Clock routing:
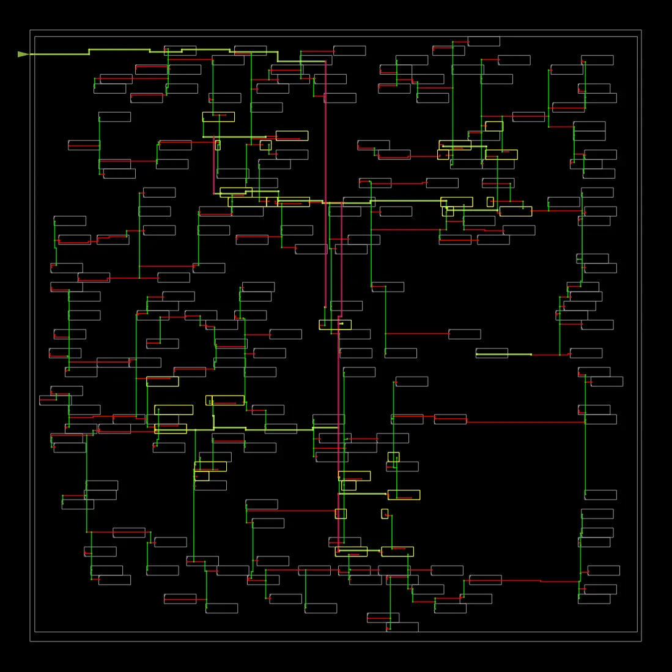
A small window of the routed layout:
Window x 19 to 69, y 107 to 157 microns. Cells in grey, sequential cells in the stronger grey; small squares are vias.
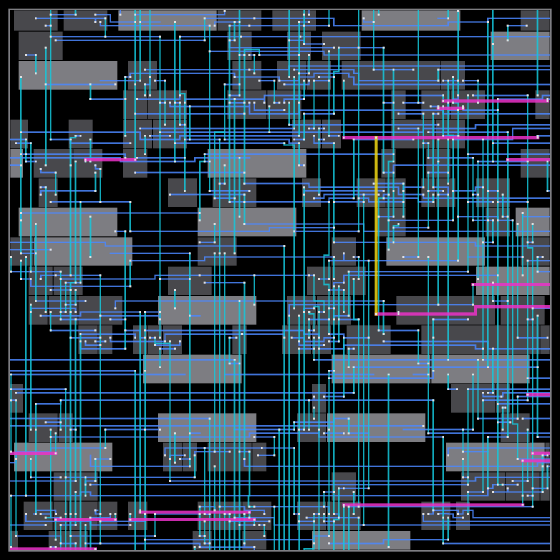
Floorplan with the power grid:
Pins as bars on the die edge.
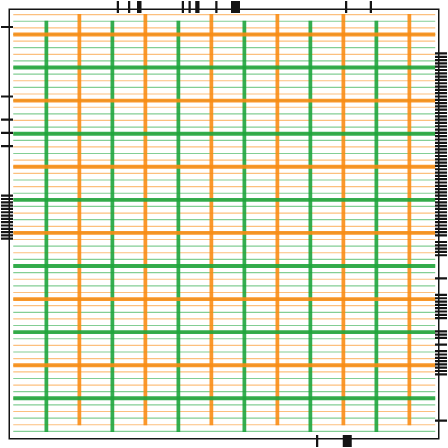
==> config.mk <==
export PLATFORM = sky130hd
export DESIGN_NAME = lc4_decode_stage
export DESIGN_NICKNAME = d
export VERILOG_FILES = /design/src/rtl/lc4_decode_stage.sv
export SDC_FILE = /design/constraint.sdc
export NUM_CORES = 1
export LEC_CHECK = 0
export ABC_AREA = 0
export CAP_MARGIN = 5
export CELL_PAD_IN_SITES_DETAIL_PLACEMENT = 0
export CELL_PAD_IN_SITES_GLOBAL_PLACEMENT = 1
export CORE_UTILIZATION = 35
export DETAILED_ROUTE_END_ITERATION = 8
export PLACE_DENSITY_LB_ADDON = 0.1
export SETUP_SLACK_MARGIN = 0.02
export SLEW_MARGIN = 20
export SYNTH_ARGS = -nofsm -noshare
export SYNTH_HDL_FRONTEND = slang
export SYNTH_SLANG_ARGS = --single-unit
==> constraint.sdc <==
create_clock -name clk -period 2.3 [get_ports clk]
set_input_delay 0.23 -clock clk [delete_from_list [all_inputs] [get_ports clk]]
set_output_delay 0.23 -clock clk [all_outputs]
set_load 0.03 [all_outputs]
==> src/rtl/lc4_decode_stage.sv <==
// lc4_decode_stage
// Decode / register-read stage of the LC4 pipeline. It holds the 8x16
// architectural register file. It decodes the source-register fields of the
// instruction coming from fetch and detects load-use hazards. It then loads
// the D/X pipeline register that feeds the ALU on the following cycle.
//
// Ports:
//   clk, rst_n      clock (rising edge) and asynchronous active-low reset
//   i_insn, i_pc    instruction word from fetch and its PC
//   i_valid         i_insn is a real instruction
//   i_flush         mispredict from X: squash the instruction in D
//   i_wb_we/rd/data register-file write port (writeback)
//   o_stall         combinational: fetch must hold i_insn/i_pc this cycle
//   o_insn, o_pc    D/X instruction and PC
//   o_r1data/r2data D/X rs and rt operand values (0 when the port is unused)
//   o_valid         D/X slot holds a real instruction
//
// Optional build macro LC4_DECODE_STALL_CNT_EN adds the output o_stall_count.
// It is a 16-bit saturating count of the cycles that were lost to load-use
// stalls.
//
// Handshake: fetch offers i_insn whenever i_valid=1. The instruction counts
// as accepted on a rising edge where o_stall=0. While o_stall=1, fetch must
// present the same i_insn/i_pc again on the next cycle.

module lc4_decode_stage #(
  parameter int          NREGS    = 8,
  parameter logic [15:0] NOP_INSN = 16'h0000
) (
  input  logic        clk,
  input  logic        rst_n,
  input  logic [15:0] i_insn,
  input  logic [15:0] i_pc,
  input  logic        i_valid,
  input  logic        i_flush,
  input  logic        i_wb_we,
  input  logic [2:0]  i_wb_rd,
  input  logic [15:0] i_wb_data,
  output logic        o_stall,
  output logic [15:0] o_insn,
  output logic [15:0] o_pc,
  output logic [15:0] o_r1data,
  output logic [15:0] o_r2data,
  output logic        o_valid
`ifdef LC4_DECODE_STALL_CNT_EN
  ,
  output logic [15:0] o_stall_count
`endif
);

  logic [15:0] regs [NREGS];

  logic [3:0]  opcode;
  logic [2:0]  rs_idx, rt_idx;
  logic        rs_use, rt_use;
  logic [15:0] rs_val, rt_val;
  logic        dx_is_load;
  logic        hazard;

  assign opcode = i_insn[15:12];

  // Source decode: which register fields the instruction reads
  always_comb begin
    rs_idx = 3'd0;
    rt_idx = 3'd0;
    rs_use = 1'b0;
    rt_use = 1'b0;
    case (opcode)
      4'b0001, 4'b0101: begin        // arith / logic: rt only in register form
        rs_idx = i_insn[8:6];  rs_use = 1'b1;
        rt_idx = i_insn[2:0];  rt_use = ~i_insn[5];
      end
      4'b0010: begin                 // compare: rt only in register form
        rs_idx = i_insn[11:9]; rs_use = 1'b1;
        rt_idx = i_insn[2:0];  rt_use = ~i_insn[8];
      end
      4'b0100, 4'b1100: begin        // JSRR / JMPR only; JSR / JMP read nothing
        rs_idx = i_insn[8:6];  rs_use = ~i_insn[11];
      end
      4'b0110: begin                 // LDR
        rs_idx = i_insn[8:6];  rs_use = 1'b1;
      end
      4'b0111: begin                 // STR: base in rs, stored value in rt
        rs_idx = i_insn[8:6];  rs_use = 1'b1;
        rt_idx = i_insn[11:9]; rt_use = 1'b1;
      end
      4'b1000: begin                 // RTI returns through R7
        rs_idx = 3'd7;         rs_use = 1'b1;
      end
      4'b1010: begin                 // shifts / MOD: rt only for MOD
        rs_idx = i_insn[8:6];  rs_use = 1'b1;
        rt_idx = i_insn[2:0];  rt_use = (i_insn[5:4] == 2'b11);
      end
      4'b1101: begin                 // HICONST keeps the low byte of Rd
        rs_idx = i_insn[11:9]; rs_use = 1'b1;
      end
      default: ;
    endcase
  end

  // Read ports with a same-cycle writeback bypass. Unused ports read 0.
  always_comb begin
    rs_val = 16'h0000;
    rt_val = 16'h0000;
    if (rs_use) rs_val = (i_wb_we && i_wb_rd == rs_idx) ? i_wb_data : regs[rs_idx];
    if (rt_use) rt_val = (i_wb_we && i_wb_rd == rt_idx) ? i_wb_data : regs[rt_idx];
  end

  // Load-use: the LDR now in D/X delivers its data too late for an
  // instruction in D that reads the LDR's destination register.
  assign dx_is_load = o_valid && (o_insn[15:12] == 4'b0110);
  assign hazard     = i_valid && dx_is_load &&
                      ((rs_use && rs_idx == o_insn[11:9]) ||
                       (rt_use && rt_idx == o_insn[11:9]));
  // A flush kills the instruction in D, so nothing is left to hold.
  assign o_stall    = hazard && !i_flush;

  always_ff @(posedge clk or negedge rst_n) begin
    if (!rst_n) begin
      for (int i = 0; i < NREGS; i++) regs[i] <= 16'h0000;
    end else if (i_wb_we) begin
      regs[i_wb_rd] <= i_wb_data;
    end
  end

  always_ff @(posedge clk or negedge rst_n) begin
    if (!rst_n) begin
      o_insn   <= NOP_INSN;
      o_pc     <= 16'h0000;
      o_r1data <= 16'h0000;
      o_r2data <= 16'h0000;
      o_valid  <= 1'b0;
    end else if (i_flush || o_stall) begin
      o_insn   <= NOP_INSN;
      o_pc     <= 16'h0000;
      o_r1data <= 16'h0000;
      o_r2data <= 16'h0000;
      o_valid  <= 1'b0;
    end else begin
      o_insn   <= i_valid ? i_insn : NOP_INSN;
      o_pc     <= i_pc;
      o_r1data <= rs_val;
      o_r2data <= rt_val;
      o_valid  <= i_valid;
    end
  end

`ifdef LC4_DECODE_STALL_CNT_EN
  // o_stall is already low under a flush, so it alone qualifies the count.
  always_ff @(posedge clk or negedge rst_n) begin
    if (!rst_n) begin
      o_stall_count <= 16'h0000;
    end else if (o_stall && o_stall_count != 16'hFFFF) begin
      o_stall_count <= o_stall_count + 16'h0001;
    end
  end
`endif

endmodule

==> flow_summary.yaml <==
# generated from flow reports
cells_and_area:
  final_util: 0.475
  final_cells: 1588
  diodes: 0
  drive_gt1_frac: 0.268
  fill_cells: 2791
  lay_top_cells: "dfrtp_1 (193), mux2_2 (111), clkdlybuf4s50_1 (106), buf_4 (101), a211oi_1 (93)"
  synthToLayoutAreaGrowth_pct: 33.3
  final_net_count: 1241
  final_common_cell: "dfrtp_1"
critical_path:
  worstRegToRegCells: 8
  worstSetupStartpoint: "i_insn[10]"
  cp_data_required_time_ns: 2.07
  critPathMaxStageDelay_ns: 0.32
  crit_path_frequent_cell: "buf_6"
  cp_max_fo: 4
  r2r_start: "o_insn[12]"
  crit_arrival_ns: 2.12
  r2r_slack_ns: 0.28
  start_kind: "primary input"
  end_kind: "output pin"
  slowest_stage: "nor4_2"
  timing.rr.end: "o_r1data[5]"
  crit_end: "o_stall"
  worstSetupPathType: "in -> out"
  worstPathCellList: "dlygate4sd2_1 > buf_6 > and4b_1 > a211oi_4 > xnor2_2 > nor4_2 > nand2b_1 > buf_6 > a21oi_4 > buf_6"
placed_design:
  post-dp-hpwl_microns: 24400
  place_inst: 1540
  pre_cts_ws_ns: -0.775
  port_buffers: 121
  place_congestion: 0.807
cts:
  tritoncts: "built"
  clock_path_buffers: 2
  htree_levels: 4
  clk_pin_slew_ns: 0.07
  cts_root_buf: "clkbuf_16"
  cts_sinks: 193
  clock_latency_ns: 0.44
status:
  status: "finished with violations"
  violations: "negative setup slack"
synth:
  ys.flop_type: "dfrtp_1"
  yosysWarnings: 0
  ys_area_sq_um: 10600
  synth_area_per_cell_sq_um: 10.4
  yosysCellCount: 1017
  async_reset_ff_frac: 1.00
  syn_area_sq_um: 10600
  numSynthFlops: 193
  netlist_instances: 1017
  fp_nets: 1073
  edf_count: 0
  ys_seq_frac: 0.456
  synth.distinct_cells: 56
sta:
  timing.final.ws_setup_ns: -0.0476
  finalHoldViolCount: 0
  fin_hold_ws_ns: 0.0892
  final_max_slew_viol_count: 0
  tightest_slew_ns: 0.679
  maxSlewHeadroom: 0.542
  fmax_mhz: 426
  fin_crit_sh: 1.02
  setup_viol: 1
  min_period_ns: 2.35
  rsz0062_at_grt: "true"
floorplanning:
  core-area_sq_um: 29700
  io_pins: 122
  chipWidth_microns: 176
  fp_util: 0.356
  dieHeight_microns: 176
  chipArea_sq_um: 31000
  core.rowCount: 63
pwr:
  power_uw: 10200
  ir_drop_mv: 0.422
  power.leakage_uw: 0.00618
  p_per_area_nw_per_um2: 724
routing:
  wl_per_cell_microns: 22.8
  via_per_inst: 5.59
  vias: 8870
  finalWirelength_microns: 36100
  drc: 0
  ant_nets: 0
  drt_iter0_markers: 648
  drt_pass1_iterations: 4
worst_hold_path:
  holdPathStages: 2
  min_path_type: "in -> reg"
job:
  maxCapViolCount: 0
  tool_warnings: 28
global_route:
  antenna_found_initial: 0
  grt-ovfl-total: 0
  grt_usage: 0.242
  grt_max_degree: 64
  grt_pass1_vias: 8924
  grt_pass1_wl_microns: 55900
## Picture notes: 'clock routing'
clock buffer count from CTS: 17
P_clk: 3100 uW
Worst Skew: 0.0133 ns
clock buffer count: 19

## Picture notes: 'a small window of the routed layout'
M3 -> magenta
M2 -> cyan
M4 -> yellow
M1 -> blue
netlist names of flops here include = regs (16), o_r2data (2)
cells with their middle in the window = 121
most frequent = dfrtp_1 (19), mux2_2 (18), a211oi_1 (17)
sequential cells in the window = 19

## Picture notes: 'floorplan with the power grid'
VDD -> orange
VSS -> green
signal pins = 122
met1 rails = 64
met5 straps = 12
met4 straps = 12
rows = 63

==> state kept, by name, summed over array words and instances (netlist names) <==
name,flops
o_insn,16
o_pc,16
o_r1data,16
o_r2data,16
o_valid,1
regs,128
==> layer usage <==
layer | GRT usage | wire length (microns)
met3 | 0.0385 | 1430
met4 | 0.0663 | 642
met2 | 0.396 | 17200
met1 | 0.330 | 16800
met5 | 0 | 0
==> what timing repair did <==
| action | in CTS | in global routing |
|---|---|---|
| setup endpoints to repair | 50 | 46 |
| pin swaps | 15 | 17 |
| gates cloned | 1 | 1 |
| hold endpoints to repair | 42 | 0 |
| buffers inserted | 9 | 4 |
| gates resized | 36 | 18 |
| hold buffers | 1 | 0 |
==> Yosys cell counts, drive strengths merged, types with 6 or more instances <==
cell type    n  area, sq um
inv         23         86.3
o211a       15          150
mux2       111         1250
o21ai       45          225
buf         28          160
nand2b       8         50.1
mux2i       17          170
nand2       48          183
a211oi      98          763
xnor2        7         61.3
clkbuf      84          315
nor3         6         30.0
o311ai      17          149
o31ai       24          199
a21oi       39          195
nor2        20         75.1
nor4bb       8         80.1
nor2b       64          400
a22oi       15          113
and2        20          125
a32oi       32          280
and3        49          307
dfrtp      193         4830
==> how the worst min path moves through the flow <==
| stage | slack [ns] | to | startpoint |
|---|---|---|---|
| finish | 0.09 | o_insn[1] | i_insn[1] |
| global route | 0.09 | o_insn[1] | i_insn[1] |
| CTS | 0.21 | o_insn[6] | i_insn[6] |
| detailed placement | 0.21 | o_insn[1] | rst_n |
| global placement | 0.21 | o_insn[1] | rst_n |
| floorplan | -0.07 | o_insn[0] | rst_n |
==> layout make-up <==
class | instances | area [sq um] | area share
Inverter | 23 | 86.3 | 0.00611
Timing Repair Buffer | 261 | 2680 | 0.190
Multi-Input combinational cell | 689 | 5440 | 0.386
Clock inverter | 13 | 150 | 0.0106
Clock buffer | 19 | 443 | 0.0314
Tap cell | 390 | 488 | 0.0346
Sequential cell | 193 | 4830 | 0.342
==> power by group <==
| part | switching, uW | total, uW | internal (uW) |
|---|---|---|---|
| Clock | 1440 | 3100 | 1660 |
| Sequential | 418 | 4370 | 3950 |
| Combinational | 1360 | 2740 | 1380 |
==> cell families after synthesis <==
kind of cell | share of synthesized area
compound gates | 0.209
simple gates | 0.140
flops | 0.456
buf+inv | 0.0530
mux | 0.134
xor+xnor | 0.00827
==> worst max-delay path: cells and delay by family <==
kind,cells,cell delay [ns]
buf+inv,4,0.69
compound gates,2,0.41
simple gates,3,0.66
xor+xnor,1,0.12
==> through the flow <==
| step | setup TNS [ns] | instance area (sq um) |
|---|---|---|
| 5_1_grt | -0.185 | 14100 |
| 4_1_cts | -0.119 | 14000 |
| 3_3_place_gp | -38.79 | 13200 |
| 6_report | -0.0476 | 14100 |
| 3_5_place_dp | -38.50 | 13200 |
| 2_1_floorplan | 0 | 10600 |
Power is estimated from default activity; no workload was simulated.
